$ cat src/rtl/alu_seq_pkg.sv
// Shared types and constants for the ALU operation sequencer and the branch unit.
// State encoding, condition codes and flag bit positions live here so both agree.
package alu_seq_pkg;

    localparam int FUNSEL_W = 5;
    localparam int COND_W   = 3;
    localparam int FLAG_W   = 4;

    // Flags bus ordering is {Z, C, N, O}
    localparam int FLAG_Z = 3;
    localparam int FLAG_C = 2;
    localparam int FLAG_N = 1;
    localparam int FLAG_O = 0;

    localparam logic [COND_W-1:0] COND_AL = 3'd0;
    localparam logic [COND_W-1:0] COND_Z  = 3'd1;
    localparam logic [COND_W-1:0] COND_NZ = 3'd2;
    localparam logic [COND_W-1:0] COND_C  = 3'd3;
    localparam logic [COND_W-1:0] COND_NC = 3'd4;
    localparam logic [COND_W-1:0] COND_N  = 3'd5;
    localparam logic [COND_W-1:0] COND_O  = 3'd6;
    localparam logic [COND_W-1:0] COND_NV = 3'd7;

    typedef enum logic [1:0] {
        IDLE     = 2'd0,
        ISSUE    = 2'd1,
        FLAGWAIT = 2'd2,
        RESP     = 2'd3
    } seq_state_t;

endpackage

$ cat src/rtl/alu_cond_eval.sv
// Combinational branch-condition evaluator on the {Z, C, N, O} flags bus.
// Also instantiated by the branch unit.
module alu_cond_eval
    import alu_seq_pkg::*;
(
    input  logic [FLAG_W-1:0] flags,
    input  logic [COND_W-1:0] cond,
    output logic              cond_true
);

    always_comb begin
        cond_true = 1'b0;
        case (cond)
            COND_AL: cond_true = 1'b1;
            COND_Z:  cond_true = flags[FLAG_Z];
            COND_NZ: cond_true = ~flags[FLAG_Z];
            COND_C:  cond_true = flags[FLAG_C];
            COND_NC: cond_true = ~flags[FLAG_C];
            COND_N:  cond_true = flags[FLAG_N];
            COND_O:  cond_true = flags[FLAG_O];
            COND_NV: cond_true = 1'b0;
            default: cond_true = 1'b0;
        endcase
    end

endmodule

$ cat src/rtl/alu_op_sequencer.sv
// Issues one ALU op per request, captures ALUOut and post-op flags, returns them with a condition result.
// Optional macro ALU_SEQ_FAST_PATH_EN: ops that do not write flags skip FLAGWAIT.
module alu_op_sequencer
    import alu_seq_pkg::*;
#(
    parameter int DATA_WIDTH = 32,
    parameter int FLAG_WIDTH = 4
) (
    input  logic                  Clock,
    input  logic                  Reset,
    input  logic                  ReqValid,
    output logic                  ReqReady,
    input  logic [FUNSEL_W-1:0]   ReqFunSel,
    input  logic                  ReqSetFlags,
    input  logic [COND_W-1:0]     ReqCond,
    output logic [FUNSEL_W-1:0]   FunSel,
    output logic                  WF,
    input  logic [DATA_WIDTH-1:0] ALUOut,
    input  logic [FLAG_WIDTH-1:0] FlagsIn,
    output logic                  RspValid,
    input  logic                  RspReady,
    output logic [DATA_WIDTH-1:0] RspData,
    output logic [FLAG_WIDTH-1:0] RspFlags,
    output logic                  RspCondTrue
);

    seq_state_t          state;
    seq_state_t          state_next;
    logic [FUNSEL_W-1:0] op_funsel;
    logic                op_setflags;
    logic [COND_W-1:0]   op_cond;
    logic                accept;
    logic                capture_flags;
    logic                cond_true;

    // Flags are evaluated straight off the ALU bus; they are only sampled when capture_flags is high
    alu_cond_eval u_cond_eval (
        .flags     (FlagsIn),
        .cond      (op_cond),
        .cond_true (cond_true)
    );

    assign FunSel = op_funsel;

    always_ff @(posedge Clock) begin
        if (Reset) begin
            state       <= IDLE;
            op_funsel   <= '0;
            op_setflags <= 1'b0;
            op_cond     <= '0;
            RspData     <= '0;
            RspFlags    <= '0;
            RspCondTrue <= 1'b0;
        end else begin
            state <= state_next;
            if (accept) begin
                op_funsel   <= ReqFunSel;
                op_setflags <= ReqSetFlags;
                op_cond     <= ReqCond;
            end
            if (state == ISSUE) begin
                RspData <= ALUOut;
            end
            if (capture_flags) begin
                RspFlags    <= FlagsIn;
                RspCondTrue <= cond_true;
            end
        end
    end

    always_comb begin
        state_next    = state;
        ReqReady      = 1'b0;
        WF            = 1'b0;
        RspValid      = 1'b0;
        accept        = 1'b0;
        capture_flags = 1'b0;
        case (state)
            IDLE: begin
                ReqReady = 1'b1;
                if (ReqValid) begin
                    accept     = 1'b1;
                    state_next = ISSUE;
                end
            end
            ISSUE: begin
                WF = op_setflags;
`ifdef ALU_SEQ_FAST_PATH_EN
                // Without a flag write the ALU flags are already settled, so sample them now
                if (!op_setflags) begin
                    capture_flags = 1'b1;
                    state_next    = RESP;
                end else begin
                    state_next = FLAGWAIT;
                end
`else
                state_next = FLAGWAIT;
`endif
            end
            FLAGWAIT: begin
                capture_flags = 1'b1;
                state_next    = RESP;
            end
            RESP: begin
                RspValid = 1'b1;
                if (RspReady) begin
                    state_next = IDLE;
                end
            end
            default: state_next = IDLE;
        endcase
    end

endmodule
$ cat config.mk
export PLATFORM = sky130hd
export DESIGN_NAME = alu_op_sequencer
export DESIGN_NICKNAME = d
export VERILOG_FILES = /design/src/rtl/alu_seq_pkg.sv /design/src/rtl/alu_cond_eval.sv /design/src/rtl/alu_op_sequencer.sv
export SDC_FILE = /design/constraint.sdc
export NUM_CORES = 1
export LEC_CHECK = 0
export CAP_MARGIN = 10
export CORE_MARGIN = 3
export CORE_UTILIZATION = 39
export DETAILED_ROUTE_END_ITERATION = 8
export GPL_TIMING_DRIVEN = 0
export PLACE_DENSITY = 0.9
export SYNTH_ARGS = -nofsm -noshare
export SYNTH_HDL_FRONTEND = slang
export SYNTH_SLANG_ARGS = --single-unit
$ cat constraint.sdc
create_clock -name Clock -period 1.9 [get_ports Clock]
set_clock_uncertainty 0.05 [all_clocks]
set_input_delay 0.57 -clock Clock [delete_from_list [all_inputs] [get_ports Clock]]
set_output_delay 0.57 -clock Clock [all_outputs]
set_load 0.05 [all_outputs]
==> images/placed.png <==
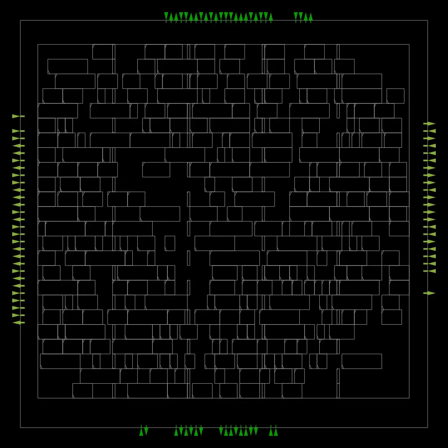
fillcell total: 386
sequential cell area share: 0.329

==> images/port_trees.png <==
Bar = 20 µm.
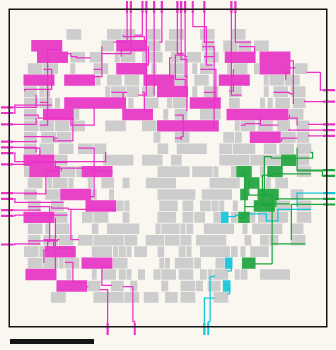
colour	port	direction	edge	end cells	wire
green	FlagsIn	input	east	11	156 µm
magenta	RspData	output	13 north, 12 west, 5 east, 2 south	32	786 µm
cyan	ReqCond	input	2 south, 1 east	3	61.9 µm
Port Buf Inserts: 92
io pins: 94

==> images/ff_map.png <==
Bar = 20 µm.
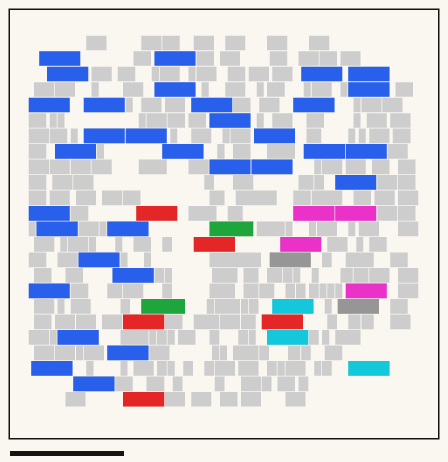
colour	signal	placed flops
red	FunSel	5
blue	RspData	32
cyan	op_cond	3
magenta	RspFlags	4
green	state	2
not coloured	2

worst max-delay path: stages, from the launching register on:
cell,delay (ps)
dfxtp_2,350
inv_2,60
ha_4,160
buf_12,120
and2_4,130
buf_8,140
sequential cells by signal, indices dropped and copies added (netlist names):
| register | count |
|---|---|
| state | 2 |
| FunSel | 5 |
| RspFlags | 4 |
| op_setflags | 1 |
| op_cond | 3 |
| RspCondTrue | 1 |
| RspData | 32 |
where the power goes:
part | switching [µW] | internal [µW]
Sequential | 124 | 1240
Combinational | 1390 | 807
Clock | 318 | 249
repair_timing:
item | 4_1_cts | 5_1_grt
setup endpoints to repair | 45 | 3
resized | 60 | 11
buffers inserted | 0 | 4
==> impl_metrics.py <==
# Metrics from the implementation run
metrics = {
    "run_status": {
        "run_status": "finished, final reports clean",
    },
    "power": {
        "p_per_area_nw_per_um2": 1410,
        "p_leak_uw": 0.00133,
        "peakVddDrop_v": 0.000897,
        "totalPowerFinal_uw": 4130,
    },
    "floorplanning": {
        "core-area_um2": 4470,
        "num_tap_cells": 52,
        "die_h_um": 75.2,
        "rows": 24,
        "die_area_um2": 5650,
    },
    "global_routing": {
        "track_usage": 0.169,
        "use_met2": 0.274,
        "grt_pass1_vias": 1591,
        "grt_pass1_wl_mm": 7.26,
        "grt.overflow.total": 0,
        "top_usage_layer": "met2",
        "grt_max_degree": 16,
        "antenna_found_initial": 0,
    },
    "detailed_routing": {
        "wl_met3_um": 371,
        "routed_wl_mm": 4.63,
        "routedWlPerCell_um": 13.5,
        "dr.pass1.iters": 4,
        "routed-wl-met2_mm": 2.21,
        "drt_iter0_markers": 58,
        "drc": 0,
        "vias": 1642,
    },
    "finish": {
        "register_area_um2": 963,
        "combGateArea_um2": 831,
        "ff_count": 48,
        "utilization": 0.655,
        "areaGrowthSynthToFinish_pct": 57.1,
        "num_antenna_cells": 0,
        "n_all_inverters": 5,
        "fin_cells": 342,
        "layout.nonclk_buf_frac": 0.331,
        "final_nets": 344,
        "clock_cell_area_share": 0.0278,
        "comb-cell-share": 0.284,
        "logic_gates": 123,
        "nClkBuffers": 5,
        "layout_top_cells": "clkdlybuf4s50_1 (47), dfxtp_1 (46), dlygate4sd2_1 (42)",
        "buffers": 107,
    },
    "synthesis": {
        "synthMuxAreaShare": 0.199,
        "ys_cells": 188,
        "most_common_cell": "dfxtp_1",
        "common_cells": "dfxtp_1 (48), mux2i_1 (37), nor2_1 (37)",
        "yosys_warnings": 0,
        "postSynthCellCount": 188,
        "ys_sh_xor": 0,
        "syn_area_per_cell_um2": 9.92,
        "ys_top_logic_family": "multiplexers",
        "yosys.area.top_type": "dfxtp_1",
        "ys_async_sr_fraction": 0,
        "topCellsByArea": "dfxtp_1 (52%), mux2i_1 (20%), nor2_1 (7.4%), ha_1 (3.4%), a21oi_1 (2.7%)",
        "yosys-stat-area_um2": 1870,
        "yosys.area_share.aoi": 0.0523,
    },
    "final_timing": {
        "fin_tns_setup_ps": 0,
        "fin_ws_ps": 38.0,
        "tightest_slew_ps": 525,
        "drv_slew": 0,
        "whs_ps": 408,
        "period_used_share": 0.980,
        "maxSlewHeadroom": 0.651,
    },
    "worst_setup_path": {
        "cp.arrival_ps": 1240,
        "r2r_slack_ps": 450,
        "regToRegEndpoint": "RspData[17]$_SDFFE_PP0N_",
        "critical_path_class": "reg -> out",
        "crit_start": "state[1]$_SDFFE_PP0P_",
        "required_ps": 1280,
        "reg2reg_depth": 7,
        "worst_setup_path_start_kind": "flip-flop",
        "crit_end": "WF",
        "endpoint_kind": "output pin",
    },
    "hold_path": {
        "worstHoldEndpoint": "FunSel[2]$_SDFFE_PP0P_",
        "whs_path_depth": 2,
        "hp-class": "reg -> reg",
    },
    "run": {
        "openroad.warnings": 31,
        "maxCapViolCount": 0,
    },
    "clock_tree": {
        "clockBufferDepth": 2,
        "numCtsBuffers": 5,
        "cts.sinks": 48,
        "clk_pin_slew_ps": 80,
        "cts_root_buf": "clkbuf_8",
        "h-tree-depth": 2,
        "ctsHoldBuffers": 0,
    },
    "place": {
        "place.gp.congestion": 0.818,
        "place_area_um2": 2850,
    },
}
Power and IR drop assume default switching activity.
